### src/rtl/su_pkg.sv
// Shared types and constants for the MX11SU sequencer.
// Holds the sequencer state encoding and opcode-class constants.
package su_pkg;

    typedef enum logic [2:0] {
        IDLE   = 3'd0,
        FETCH  = 3'd1,
        INCR   = 3'd2,
        DECODE = 3'd3,
        EXEC   = 3'd4,
        HALT   = 3'd5,
        ERR    = 3'd6
    } su_seq_state_t;

    localparam logic [7:0] SU_HALT_OPC     = 8'hFF;
    localparam int         SU_MEM_TIMEOUT  = 16;

    localparam logic [3:0] SU_CLS_NOP5 = 4'h5;
    localparam logic [3:0] SU_CLS_JMP  = 4'hA;
    localparam logic [3:0] SU_CLS_LSU  = 4'hB;
    localparam logic [3:0] SU_CLS_NOPE = 4'hE;
    localparam logic [3:0] SU_CLS_SYS  = 4'hF;

    function automatic logic [3:0] su_opc_class(input logic [7:0] opc);
        return opc[7:4];
    endfunction

endpackage

### src/rtl/su_bus_timer.sv
// Memory wait-state watchdog: counts stalled request cycles and
// flags expiry on the last allowed cycle so the FSM can trap next edge.
module su_bus_timer #(
    parameter int MEM_TIMEOUT = 16
) (
    input  logic clk,
    input  logic rst,
    input  logic req_i,
    input  logic ack_i,
    output logic expire_o
);

    localparam int TW = $clog2(MEM_TIMEOUT);
    localparam logic [TW-1:0] CNT_MAX = TW'(MEM_TIMEOUT - 1);

    logic [TW-1:0] cnt_q, cnt_d;
    logic          stall;

    assign stall    = req_i & ~ack_i;
    assign expire_o = stall & (cnt_q == CNT_MAX);

    always_comb begin
        cnt_d = cnt_q;
        if (!stall) begin
            cnt_d = '0;
        end else if (cnt_q != CNT_MAX) begin
            cnt_d = cnt_q + TW'(1);
        end
    end

    always_ff @(posedge clk or posedge rst) begin
        if (rst) begin
            cnt_q <= '0;
        end else begin
            cnt_q <= cnt_d;
        end
    end

endmodule

### src/rtl/su_seq_ctrl.sv
// MX11SU instruction sequencer: fetch, INSP increment, decode, execute.
// Owns the instruction register and the memory-port handshake.
import su_pkg::*;

module su_seq_ctrl #(
    parameter int         MEM_TIMEOUT = SU_MEM_TIMEOUT,
    parameter logic [7:0] HALT_OPC    = SU_HALT_OPC
) (
    input  logic       clk,
    input  logic       rst,
    input  logic       run,
    output logic       mem_req,
    output logic       mem_ifetch,
    input  logic       mem_ack,
    input  logic [7:0] mem_rdata,
    input  logic       rom_load,
    input  logic       rom_store,
    output logic [7:0] insr,
    output logic       fetch,
    output logic       insr_le,
    output logic       ce_n,
    output logic       wb_stb,
    output logic       busy,
    output logic       halted,
    output logic       bus_err
);

    su_seq_state_t state_q, state_d;
    logic [7:0]    insr_q, insr_d;
    logic          mem_op;
    logic          expire;

    assign mem_op  = rom_load | rom_store;
    // Request is kept outside the FSM process to avoid a loop via the timer
    assign mem_req = (state_q == FETCH) | ((state_q == EXEC) & mem_op);
    assign insr    = insr_q;

    su_bus_timer #(
        .MEM_TIMEOUT(MEM_TIMEOUT)
    ) u_timer (
        .clk      (clk),
        .rst      (rst),
        .req_i    (mem_req),
        .ack_i    (mem_ack),
        .expire_o (expire)
    );

    always_comb begin
        state_d    = state_q;
        insr_d     = insr_q;
        mem_ifetch = 1'b0;
        fetch      = 1'b0;
        insr_le    = 1'b0;
        ce_n       = 1'b1;
        wb_stb     = 1'b0;
        busy       = 1'b1;
        halted     = 1'b0;
        bus_err    = 1'b0;
        unique case (state_q)
            IDLE: begin
                busy = 1'b0;
                if (run) state_d = FETCH;
            end
            FETCH: begin
                mem_ifetch = 1'b1;
                if (mem_ack) begin
                    insr_d  = mem_rdata;
                    state_d = INCR;
                end else if (expire) begin
                    state_d = ERR;
                end
            end
            INCR: begin
                ce_n    = 1'b0;
                fetch   = 1'b1;
                insr_le = 1'b1;
                state_d = DECODE;
            end
            DECODE: begin
                state_d = (insr_q == HALT_OPC) ? HALT : EXEC;
            end
            EXEC: begin
                ce_n = 1'b0;
                if (!mem_op || mem_ack) begin
                    wb_stb  = 1'b1;
                    state_d = run ? FETCH : IDLE;
                end else if (expire) begin
                    state_d = ERR;
                end
            end
            HALT: begin
                busy   = 1'b0;
                halted = 1'b1;
                if (!run) state_d = IDLE;
            end
            ERR: begin
                busy    = 1'b0;
                bus_err = 1'b1;
            end
            default: begin
                busy    = 1'b0;
                state_d = IDLE;
            end
        endcase
    end

    always_ff @(posedge clk or posedge rst) begin
        if (rst) begin
            state_q <= IDLE;
            insr_q  <= 8'h00;
        end else begin
            state_q <= state_d;
            insr_q  <= insr_d;
        end
    end

endmodule

### config.mk
export PLATFORM = sky130hd
export DESIGN_NAME = su_seq_ctrl
export DESIGN_NICKNAME = d
export VERILOG_FILES = /design/src/rtl/su_pkg.sv /design/src/rtl/su_bus_timer.sv /design/src/rtl/su_seq_ctrl.sv
export SDC_FILE = /design/constraint.sdc
export NUM_CORES = 1
export LEC_CHECK = 0
export CORE_MARGIN = 1
export CORE_UTILIZATION = 39
export DETAILED_ROUTE_END_ITERATION = 10
export PLACE_DENSITY = 0.83
export SYNTH_ARGS = -nofsm -noshare
export SYNTH_HDL_FRONTEND = slang
export SYNTH_SLANG_ARGS = --single-unit
### constraint.sdc
create_clock -name clk -period 1.3 [get_ports clk]
set_input_delay 0.26 -clock clk [delete_from_list [all_inputs] [get_ports clk]]
set_output_delay 0.26 -clock clk [all_outputs]
set_load 0.03 [all_outputs]
### Cell outlines without signal wires

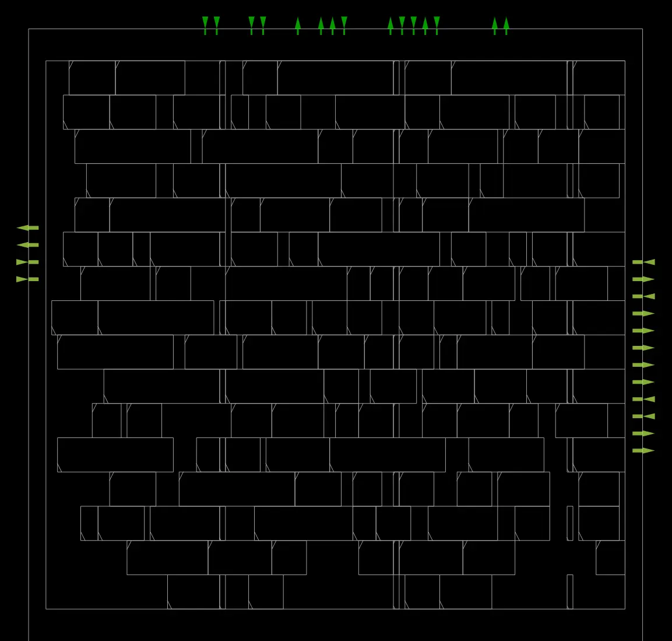
tap cells: 27
core area: 2000 um2
fin cells: 162

### Gate families picked out

Drawn at 10 px/um.
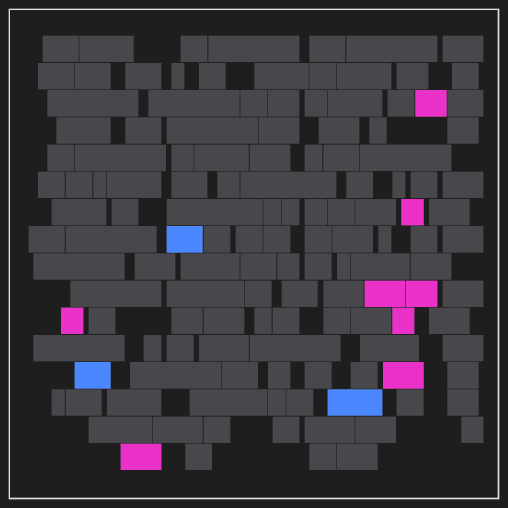
| family | color | cells |
|---|---|---|
| AND-OR and OR-AND gates | blue | 3 |
| AND and OR gates | magenta | 8 |
dominant logic cell type in the layout: buf_4
logic share of the area: 37.5%

### Drive-strength map

Drawn at 10 px/um.
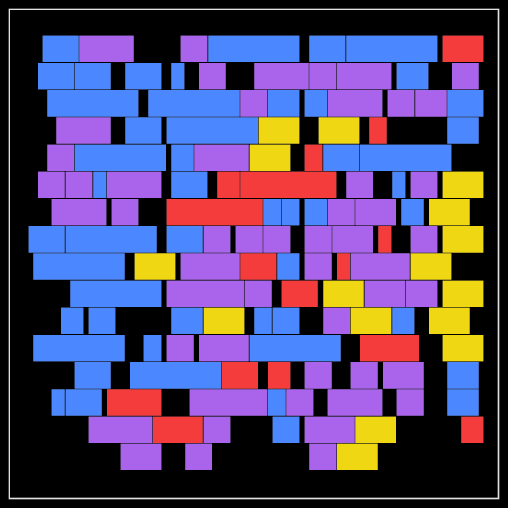
| size | color | cells | share |
|---|---|---|---|
| drive 1 or less | blue | 51 | 38% |
| drive 2 | red | 16 | 12% |
| drive 6 and up | yellow | 16 | 12% |
| drive 3 to 4 | purple | 52 | 39% |
Design Area, Final: 1550 um2
area grow syn2layout: 81.7%
Buffers, non-clock: 57

==> results.py <==
# Synthesis and PnR figures
metrics = {
    "clock_network": {
        "cts_root_buf": "clkbuf_4",
        "cts.sinks": 15,
        "cts_buffers": 3,
        "postCtsSetupBuffers": 5,
        "h-tree-depth": 1,
        "cts_max_path_buffers": 2,
        "ctsResizeCount": 28,
    },
    "placement": {
        "port_buffers": 30,
        "post-place-ws_ps": -291,
        "placed_cells": 148,
        "gp_congestion": 0.893,
    },
    "power_and_ir_drop": {
        "p_clk_uw": 274,
        "clockPowerShare_pct": 7.5,
        "p_sw_uw": 1610,
        "power_density_nw_per_um2": 2370,
        "p_leak_uw": 0.000712,
        "pg_comb_uw": 2570,
        "power_frac_seq_pct": 22.4,
        "seq_power_uw": 823,
        "total_power_uw": 3670,
    },
    "yosys": {
        "ys.flop_type": "dfrtp_1",
        "ys_top_logic_family": "simple AND/OR/NAND/NOR gates",
        "ys_sh_adder_pct": 1.47,
        "ys_sh_simple_pct": 21.6,
        "most_common_cell": "dfrtp_1",
        "netlist_area_um2": 853,
        "syn-instance-count": 77,
        "synthArstFlopShare_pct": 100,
        "yosysWarningCount": 0,
        "top_area_share_pct": 44.0,
        "avgSynthCellArea_um2": 11.1,
        "xor_share_pct": 3.08,
    },
    "critical_path": {
        "path_depth": 4,
        "r2r_slack_ps": -150,
        "max_stage_delay_ps": 460,
        "crit_start": "state_q[0]",
        "end_kind": "output port",
        "cpLargestDelayFamily": "flip-flops",
        "crit_slowest_cell": "dfrtp_2",
        "worstSetupStartpointType": "flip-flop",
        "critPathKind": "flip-flop to output port",
    },
    "floorplanning": {
        "io_pins": 31,
        "dieWidth_um": 48.8,
        "die_h_um": 48.8,
    },
    "cells_and_area": {
        "nets": 151,
        "antenna_cells": 0,
        "logic_area_um2": 582,
        "logic_gate_count": 56,
        "regArea_um2": 378,
        "n_all_inverters": 3,
        "nClkBuffers": 3,
        "drive_gt1_share_pct": 62.2,
        "clock_area_share_pct": 1.78,
        "buf_share_pct": 33.4,
        "dominant_cells": "multi-input combinational cells",
        "nFillCells": 138,
        "final_cell_mix": "buf_4, buf_6, dfrtp_1",
    },
    "timing": {
        "slew_headroom_pct": 82.0,
        "worst_pin_slew_ps": 269,
        "min_period_over_period_pct": 123,
        "finClkSkew_ps": 12.6,
        "tns_ps": -3770,
        "whs_ps": 270,
        "setup_viol": 23,
        "worst_slack_ps": -294,
        "rsz0062_at_grt": "true",
    },
    "global_routing": {
        "met3_usage_pct": 6.23,
        "antenna_found_initial": 0,
        "grt_max_degree": 16,
        "grt_first_pass_wirelength_mm": 4.02,
        "grtUsageMet2_pct": 38.4,
        "track_usage_pct": 22.4,
    },
    "drt": {
        "drt_first_pass_iters": 4,
        "avgViaCountPerCell": 5.28,
        "top_layer_used": "met4",
        "antenna_left": 0,
        "wl_met2_mm": 1.37,
        "drt-met1-wl_um": 972,
    },
    "outcome": {
        "violations": "negative setup slack",
        "outcome": "complete, but fails checks",
    },
    "run": {
        "maxCapViolations": 0,
    },
}
